met1.png
Bar = 100 um. Supply wires on this layer in gray.
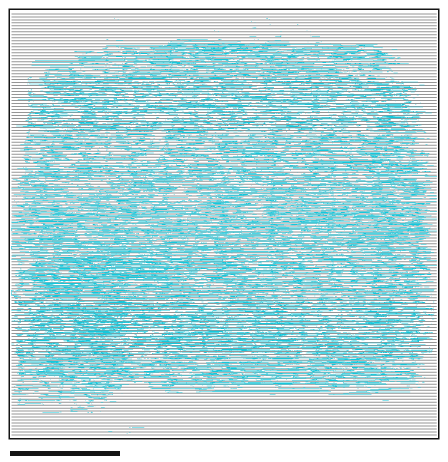
met2.png
Cells faint in the background.
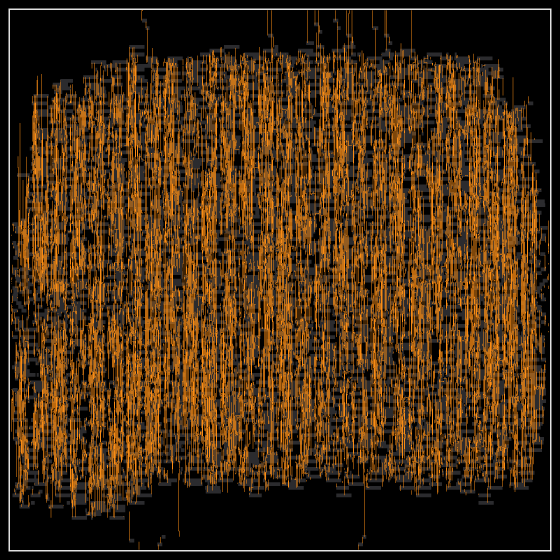
met3.png
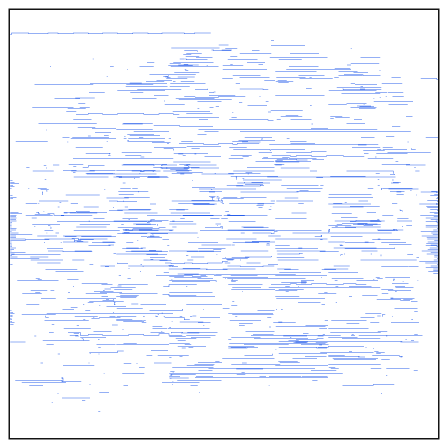
**src/rtl/scoreboarded_register_file_if.sv**
```systemverilog
`default_nettype none
// ============================================================================
//  Module      : scoreboarded_register_file_if
//  Description : Bus bundle between decode/issue + writeback (master) and the
//                scoreboarded register file (slave).
//                  rd_addr/rd_data/rd_ready  : NUM_READ packed read ports
//                  rsv_valid/rsv_addr/rsv_tag: destination reservation
//                  wb_valid/wb_addr/wb_tag/wb_data/wb_dropped : writeback
//  Revision    : 1.0 - initial release
// ============================================================================
interface scoreboarded_register_file_if #(
    parameter int DATA_WIDTH = 32,
    parameter int NUM_REGS   = 32,
    parameter int NUM_READ   = 2,
    parameter int TAG_WIDTH  = 3
);
    localparam int AW = $clog2(NUM_REGS);

    logic [NUM_READ*AW-1:0]         rd_addr;
    logic [NUM_READ*DATA_WIDTH-1:0] rd_data;
    logic [NUM_READ-1:0]            rd_ready;

    logic                           rsv_valid;
    logic [AW-1:0]                  rsv_addr;
    logic [TAG_WIDTH-1:0]           rsv_tag;

    logic                           wb_valid;
    logic [AW-1:0]                  wb_addr;
    logic [TAG_WIDTH-1:0]           wb_tag;
    logic [DATA_WIDTH-1:0]          wb_data;
    logic                           wb_dropped;

    modport master (
        output rd_addr, rsv_valid, rsv_addr, wb_valid, wb_addr, wb_tag, wb_data,
        input  rd_data, rd_ready, rsv_tag, wb_dropped
    );

    modport slave (
        input  rd_addr, rsv_valid, rsv_addr, wb_valid, wb_addr, wb_tag, wb_data,
        output rd_data, rd_ready, rsv_tag, wb_dropped
    );
endinterface
`default_nettype wire

```
**src/rtl/scoreboarded_register_file.sv**
```systemverilog
`default_nettype none
// ============================================================================
//  Module      : scoreboarded_register_file
//  Description : Register file with per-register pending tracking. A
//                reservation marks a destination pending and records the
//                current producer tag; a writeback only retires the value if
//                its tag matches the newest producer. Reads are combinational
//                and bypass a same-cycle accepted writeback.
//  Ports       : clk        - clock, rising edge
//                rst        - synchronous active-high reset
//                bus (slave)- read ports, reservation and writeback channels
//  Revision    : 1.0 - initial release
// ============================================================================
module scoreboarded_register_file #(
    parameter int DATA_WIDTH = 32,
    parameter int NUM_REGS   = 32,
    parameter int NUM_READ   = 2,
    parameter int TAG_WIDTH  = 3
) (
    input  wire                            clk,
    input  wire                            rst,
    scoreboarded_register_file_if.slave    bus
);

    localparam int AW = $clog2(NUM_REGS);

    logic [DATA_WIDTH-1:0] r_data [NUM_REGS];
    logic [TAG_WIDTH-1:0]  r_ptag [NUM_REGS];
    logic [NUM_REGS-1:0]   r_pending;
    logic [TAG_WIDTH-1:0]  r_tcnt;
    logic                  r_wb_dropped;

    logic                  w_rsv_acc;
    logic                  w_wb_nonzero;
    logic                  w_wb_acc;
    logic                  w_wb_rej;

    // Register 0 is hardwired: never reserved, never written, so its data
    // stays 0 and its pending bit stays 0 without any special read logic.
    assign w_rsv_acc    = bus.rsv_valid && (bus.rsv_addr != '0);
    assign w_wb_nonzero = bus.wb_valid  && (bus.wb_addr  != '0);
    assign w_wb_acc     = w_wb_nonzero && r_pending[bus.wb_addr]
                          && (r_ptag[bus.wb_addr] == bus.wb_tag);
    assign w_wb_rej     = w_wb_nonzero && !w_wb_acc;

    assign bus.rsv_tag    = r_tcnt;
    assign bus.wb_dropped = r_wb_dropped;

    generate
        for (genvar gi = 0; gi < NUM_READ; gi++) begin : g_rd_port
            logic [AW-1:0] w_addr;
            logic          w_bypass;

            assign w_addr   = bus.rd_addr[gi*AW +: AW];
            assign w_bypass = w_wb_acc && (bus.wb_addr == w_addr);

            assign bus.rd_data[gi*DATA_WIDTH +: DATA_WIDTH] =
                w_bypass ? bus.wb_data : r_data[w_addr];
            assign bus.rd_ready[gi] = w_bypass || !r_pending[w_addr];
        end
    endgenerate

    // The reservation update follows the writeback update so that a
    // same-cycle writeback and reservation to one register leaves it
    // pending under the new tag while still capturing the written data.
    always_ff @(posedge clk) begin
        if (rst) begin
            for (int i = 0; i < NUM_REGS; i++) begin
                r_data[i] <= '0;
                r_ptag[i] <= '0;
            end
            r_pending    <= '0;
            r_tcnt       <= '0;
            r_wb_dropped <= 1'b0;
        end else begin
            if (w_wb_acc) begin
                r_data[bus.wb_addr]    <= bus.wb_data;
                r_pending[bus.wb_addr] <= 1'b0;
            end
            if (w_rsv_acc) begin
                r_pending[bus.rsv_addr] <= 1'b1;
                r_ptag[bus.rsv_addr]    <= r_tcnt;
                r_tcnt                  <= r_tcnt + TAG_WIDTH'(1);
            end
            r_wb_dropped <= w_wb_rej;
        end
    end

endmodule
`default_nettype wire
```
**src/flat_wrapper.sv**
```systemverilog
// flat-port wrapper written by rule: the top's interface ports become plain ports
module scoreboarded_register_file_flat 
#(
    parameter int DATA_WIDTH = 32,
    parameter int NUM_REGS   = 32,
    parameter int NUM_READ   = 2,
    parameter int TAG_WIDTH  = 3
)
  (clk, rst, bus_rd_addr, bus_rsv_valid, bus_rsv_addr, bus_wb_valid, bus_wb_addr, bus_wb_tag, bus_wb_data, bus_rd_data, bus_rd_ready, bus_rsv_tag, bus_wb_dropped);
  scoreboarded_register_file_if #(.DATA_WIDTH(DATA_WIDTH), .NUM_REGS(NUM_REGS), .NUM_READ(NUM_READ), .TAG_WIDTH(TAG_WIDTH)) bus_i ();
  input  wire clk;
  input  wire rst;
  input wire logic [$bits(bus_i.rd_addr)-1:0] bus_rd_addr;
  input wire logic [$bits(bus_i.rsv_valid)-1:0] bus_rsv_valid;
  input wire logic [$bits(bus_i.rsv_addr)-1:0] bus_rsv_addr;
  input wire logic [$bits(bus_i.wb_valid)-1:0] bus_wb_valid;
  input wire logic [$bits(bus_i.wb_addr)-1:0] bus_wb_addr;
  input wire logic [$bits(bus_i.wb_tag)-1:0] bus_wb_tag;
  input wire logic [$bits(bus_i.wb_data)-1:0] bus_wb_data;
  output wire logic [$bits(bus_i.rd_data)-1:0] bus_rd_data;
  output wire logic [$bits(bus_i.rd_ready)-1:0] bus_rd_ready;
  output wire logic [$bits(bus_i.rsv_tag)-1:0] bus_rsv_tag;
  output wire logic [$bits(bus_i.wb_dropped)-1:0] bus_wb_dropped;
  assign bus_i.rd_addr = bus_rd_addr;
  assign bus_i.rsv_valid = bus_rsv_valid;
  assign bus_i.rsv_addr = bus_rsv_addr;
  assign bus_i.wb_valid = bus_wb_valid;
  assign bus_i.wb_addr = bus_wb_addr;
  assign bus_i.wb_tag = bus_wb_tag;
  assign bus_i.wb_data = bus_wb_data;
  assign bus_rd_data = bus_i.rd_data;
  assign bus_rd_ready = bus_i.rd_ready;
  assign bus_rsv_tag = bus_i.rsv_tag;
  assign bus_wb_dropped = bus_i.wb_dropped;
  scoreboarded_register_file #(.DATA_WIDTH(DATA_WIDTH), .NUM_REGS(NUM_REGS), .NUM_READ(NUM_READ), .TAG_WIDTH(TAG_WIDTH)) u_core (.clk(clk), .rst(rst), .bus(bus_i));
endmodule
```
**config.mk**
```make
export PLATFORM = sky130hd
export DESIGN_NAME = scoreboarded_register_file_flat
export DESIGN_NICKNAME = d
export VERILOG_FILES = /design/src/rtl/scoreboarded_register_file_if.sv /design/src/rtl/scoreboarded_register_file.sv /design/src/flat_wrapper.sv
export SDC_FILE = /design/constraint.sdc
export NUM_CORES = 2
export LEC_CHECK = 0
export ABC_CLOCK_PERIOD_IN_PS = 8100
export CELL_PAD_IN_SITES_DETAIL_PLACEMENT = 1
export CELL_PAD_IN_SITES_GLOBAL_PLACEMENT = 1
export CORE_UTILIZATION = 40
export DETAILED_ROUTE_END_ITERATION = 12
export PLACE_DENSITY = 0.67
export SETUP_SLACK_MARGIN = 0.2
export SYNTH_ARGS = -nofsm -noshare
export SYNTH_HDL_FRONTEND = slang
export SYNTH_SLANG_ARGS = --single-unit
```
**constraint.sdc**
```tcl
create_clock -name clk -period 8.1 [get_ports clk]
set_input_delay 1.215 -clock clk [delete_from_list [all_inputs] [get_ports clk]]
set_output_delay 1.215 -clock clk [all_outputs]
set_load 0.02 [all_outputs]
```
==> results_slide.txt <==
Implementation Results

Worst setup path
  – Maximum fanout along the worst path: 26
  – Worst r2r path cells: 9
  – CP Capture Type: primary output
  – Worst Path Class, Setup: input pin to primary output
  – WP buf/inv: 3
  – Startpoint Class: input pin
  – Register-to-register setup slack: roughly 3.5 ns
  – R2r endpoint: u_core.r_data[7][18]
  – Crit path capture: bus_rd_data[22]
  – Worst endpoint data arrival time: 6.11 ns
  – Levels on crit path: 10
  – Worst stage delay on the critical path: just over 0.9 ns
  – Worst path top cell family by delay: simple AND/OR/NAND/NOR gates
  – CP max stage cell: or4b_2
  – Crit-path cells: clkdlybuf4s50_1, or4b_2, o22ai_1, nor4_1, and3_1, nor4_4, nand3_2, buf_4, mux2_2, clkdlybuf4s50_1
  – CP most frequent cell: clkdlybuf4s50_1

Timing
  – Hold_ws: between 0.5 and 0.6 ns
  – Final Hold Fails: 0
  – Tcrit/Tclk final: approximately nine tenths
  – Skew final: roughly 0.028 ns
  – Setup TNS: 0 ns
  – Crit path time final: about 7.3 ns
  – Final tally of max-slew violations: 0
  – Tightest Pin Transition: approximately 1.1 ns
  – Setup violators final: 0
  – Final WS setup: roughly 0.77 ns
  – Fmax: about 0.14 GHz
  – RSZ-0062 raised after global routing: false

Layout
  – Post-route core utilization: 45.9%
  – Final nets: 4165
  – Non-clk bufs: about 250
  – Inverters excl. clock: 13
  – Seq_cells: 1156
  – Post-route cell area: slightly below 0.07 mm^2
  – Max reg flops: 1024
  – Multi-In Gates: ~2600
  – Layout cells sized above 1: 27.5%
  – Register area: approximately 0.034 mm^2
  – Top cell excl fill/tap: edfxtp_1
  – Fin cells: 6205
  – Logic share of the area: 36.3%
  – N_diodes: 1
  – Top reg by flops: u_core.r_data
  – Top cell category: flip-flops and latches
  – Top Registers: u_core.r_data x1024, u_core.r_ptag x96, u_core.r_pending x32
  – Signal buf overhead: approximately 3.6%
  – Comb. cell area: 0.0247 mm^2
  – # fillers: roughly 15000

Synth
  – Area share, top type: between 50 and 60%
  – Cell Type Count: approximately 47
  – Synthesis warning total: 0
  – Post-synthesis adder-cell area fraction: 0.0208%
  – Multiplexer share: approximately 28%
  – Ys cells: about 4100
  – Leading cell types by total area after synthesis: edfxtp_1 (56%), mux4_2 (25%), nor2_1 (6.5%), mux2_2 (2.4%), nand2_1 (1.8%)
  – XOR/XNOR Fraction of Synth Area: 0.175%
  – Syn Area/Cell: about 15 um^2
  – Chip Area, Yosys: about 0.06 mm^2
  – Post-synth ARST share: 0%
  – Mapped cell area: between 0.06 and 0.07 mm^2
  – FF+latch count, synth: around 1200
  – Commonest cells post-synth: edfxtp_1 (1120), nor2_1 (1038), mux4_2 (660)
  – EDFF count, synth: roughly 1100
  – Synth Flop Type: edfxtp_1
  – Main logic family: multiplexers
  – Most common cell in the netlist: edfxtp_1
  – Synth area leader: edfxtp_1
  – Simple share: approximately 10%

Routing
  – Met2 wire length: ~100 mm
  – Vias/cell: 6.37
  – Max layer used: met5
  – WL met1: between 80 and 90 mm
  – WL/cell: 34.1 um
  – Iter 0 DRT Violations: roughly 4700
  – # DRC: 0
  – Final antenna-violating net count: 0

Global route
  – Met1 usage: a little under two fifths
  – Total Routing Usage GR: between 20% and 30%
  – Vias in the first global route: just over 40000
  – Met3 Use GR: under 10%
  – Grt total ovfl: 0
  – Initial antenna violation count: 10
  – GR peak layer: met2
  – Largest net degree at the start of global routing: 164

Pwr
  – Power Clock: just under 6 mW
  – Internal: 10.8 mW
  – Final Power: between 10 and 15 mW
  – P_comb: about 1.8 mW
  – Max power group: registers
  – Static leakage: roughly 22 nW
  – Peak VDD IR: 0.192 mV
  – Combinational share of power: between 10% and 20%

Floorplanning
  – # Taps: 2002
  – # rows: roughly 140
  – DIE HEIGHT: 390 um
  – FP Core Util: about two fifths
  – Core area: about 0.15 mm^2
  – Chip area: roughly 0.15 mm^2
  – Die extent in x: ~400 um
  – IO Count: about 130

Placed design
  – Detail Placement HPWL: ~120 mm
  – Cells after DPL: 5974
  – Dpl cell area: roughly 0.064 mm^2
  – Setup WS pre-CTS: roughly 0.9 ns
  – IO buf count: roughly 130

Clocking
  – CTS Buf Count: between 100 and 150
  – Insertion Delay late pin: just under 0.8 ns
  – CTS-repair resized insts: 0
  – Sink Count: 1156
  – Post-CTS setup buffers: 0
  – Hold-fix buffers, CTS: 0
  – Worst-path clk slew: around 0.060 ns
  – CTS root buf: clkbuf_16
  – Clock buffer depth: 3
  – CTS HTree Levels: 4
  – CTS tree: done

Min path
  – Hold Path Class: flop to flop
  – Worst hold path startpoint: u_core.r_pending[0]
  – Hold Crit Depth: 1

Run status
  – Outcome: completed

Run
  – OpenROAD warnings: 33
  – Max_cap viols: 0
## Picture notes: met1.png
The longest straight run is 109 um. The wires run mostly horizontal. The layer holds 39% of the routed length. The layer carries 83.6 mm of wire.

## Picture notes: met2.png
The longest straight run is 138 um. 3855 nets have wire on it.
met2 usage: 46.2%
Total Wirelength: 212 mm
Via Count: 39500

## Picture notes: met3.png
The layer holds 8.8% of the routed length. 498 nets have wire on it. The longest straight run is 163 um.

Power figures rest on the tool's default switching activity, not on a simulated workload.
